Design cla_share_arb_flat, sky130hd; sources not shown.
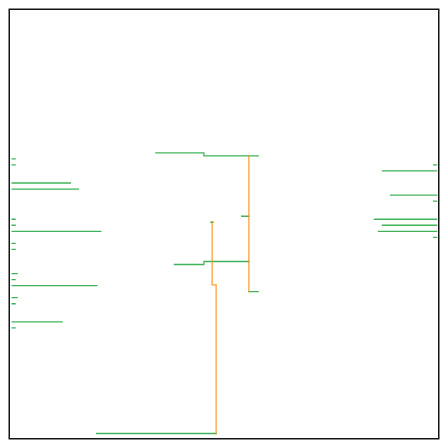
Figure 1: routed metal, one color a layer.
Only two layers are drawn.
green -> met3  # wire length 223 µm
orange -> met4  # wire length 79.1 µm
DRT Wirelength: 4.585 mm
drt wl/cell: 13.98 µm

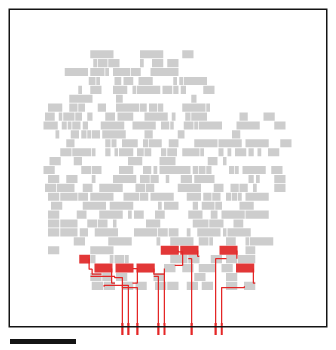
Figure 2: nets reached from selected ports.
Bar = 20 µm.
red -> bus_req0_a  # bits 8, direction input, end cells 8, buffers 8, wire 201 µm
port bufs: 50
I/O pin count: 51

==> Changelog: implementation <==
### Metrics

* Status: completed
* Fin util at 48.55%
* Tool Warnings at 28
* Sequential Power at 915 µW
* Top cells by count: 36 x dfxtp_1, 16 x inv_1, 12 x nand2_1
* GR Layer Usage met3 at 3.238%
* Global routing's busiest layer: met2
* Number of DRC markers in iteration 0 at 64
* Max reg flops at 9
* Yosys aoi share at 27.28%
* Final hold vios at 0
* Crit start category: input pin
* Number of global-route vias before repair at 1670
* Cell area after placement at 0.002611 mm²
* Synth Seq Share at 35.23%
* Top cells by area, synth: dfxtp_1 35%, o221ai_2 7.3%, ha_1 6.1%
* Comb power frac at 49.0%
* Critical path, cell by cell: dlymetal6s2s_1 -> inv_1 -> o211a_1 -> dlygate4sd2_1
* Met1 Usage GRT at 13.20%
* Synth area leader: dfxtp_1
* RSZ-0062 raised after global routing: no
* Setup ws final at 242.5 ps
* CTS clk-pin slew, worst paths at 70 ps
* Skew final at 2.943 ps
* Postcts setup bufs at 0
* Tot Pwr at 2641 µW
* Clock-cell share at 3.421%
* Logic area at 0.001172 mm²
* Syn Inst Count at 199
* Synthesized cell area at 0.002046 mm²
* Post-route setup TNS at 0 ps
* Final ANT Viol Nets at 0
* M2 GR Usage at 16.48%
* Most numerous logic cell after layout: clkdlybuf4s50_1
* Tmin final at 2198 ps
* Fillers at 564
* F_max at 455.1 MHz
* Fa+ha+maj area frac at 7.095%
* RePlAce Congestion at 0.7624
* Gr ovfl total at 0
* Hold Path Stages at 2
* Yosys stat area at 0.002046 mm²
* CTS tree: done
* Post-Place Cells at 320
* Top Metal Used: met4
* Most frequent cells in the layout: 46 x clkdlybuf4s50_1, 36 x dfxtp_1, 16 x inv_1
* Die area at 0.009303 mm²
* Clock share of power at 16.3%
* Inverter count at 16
Power and IR drop assume default switching activity.
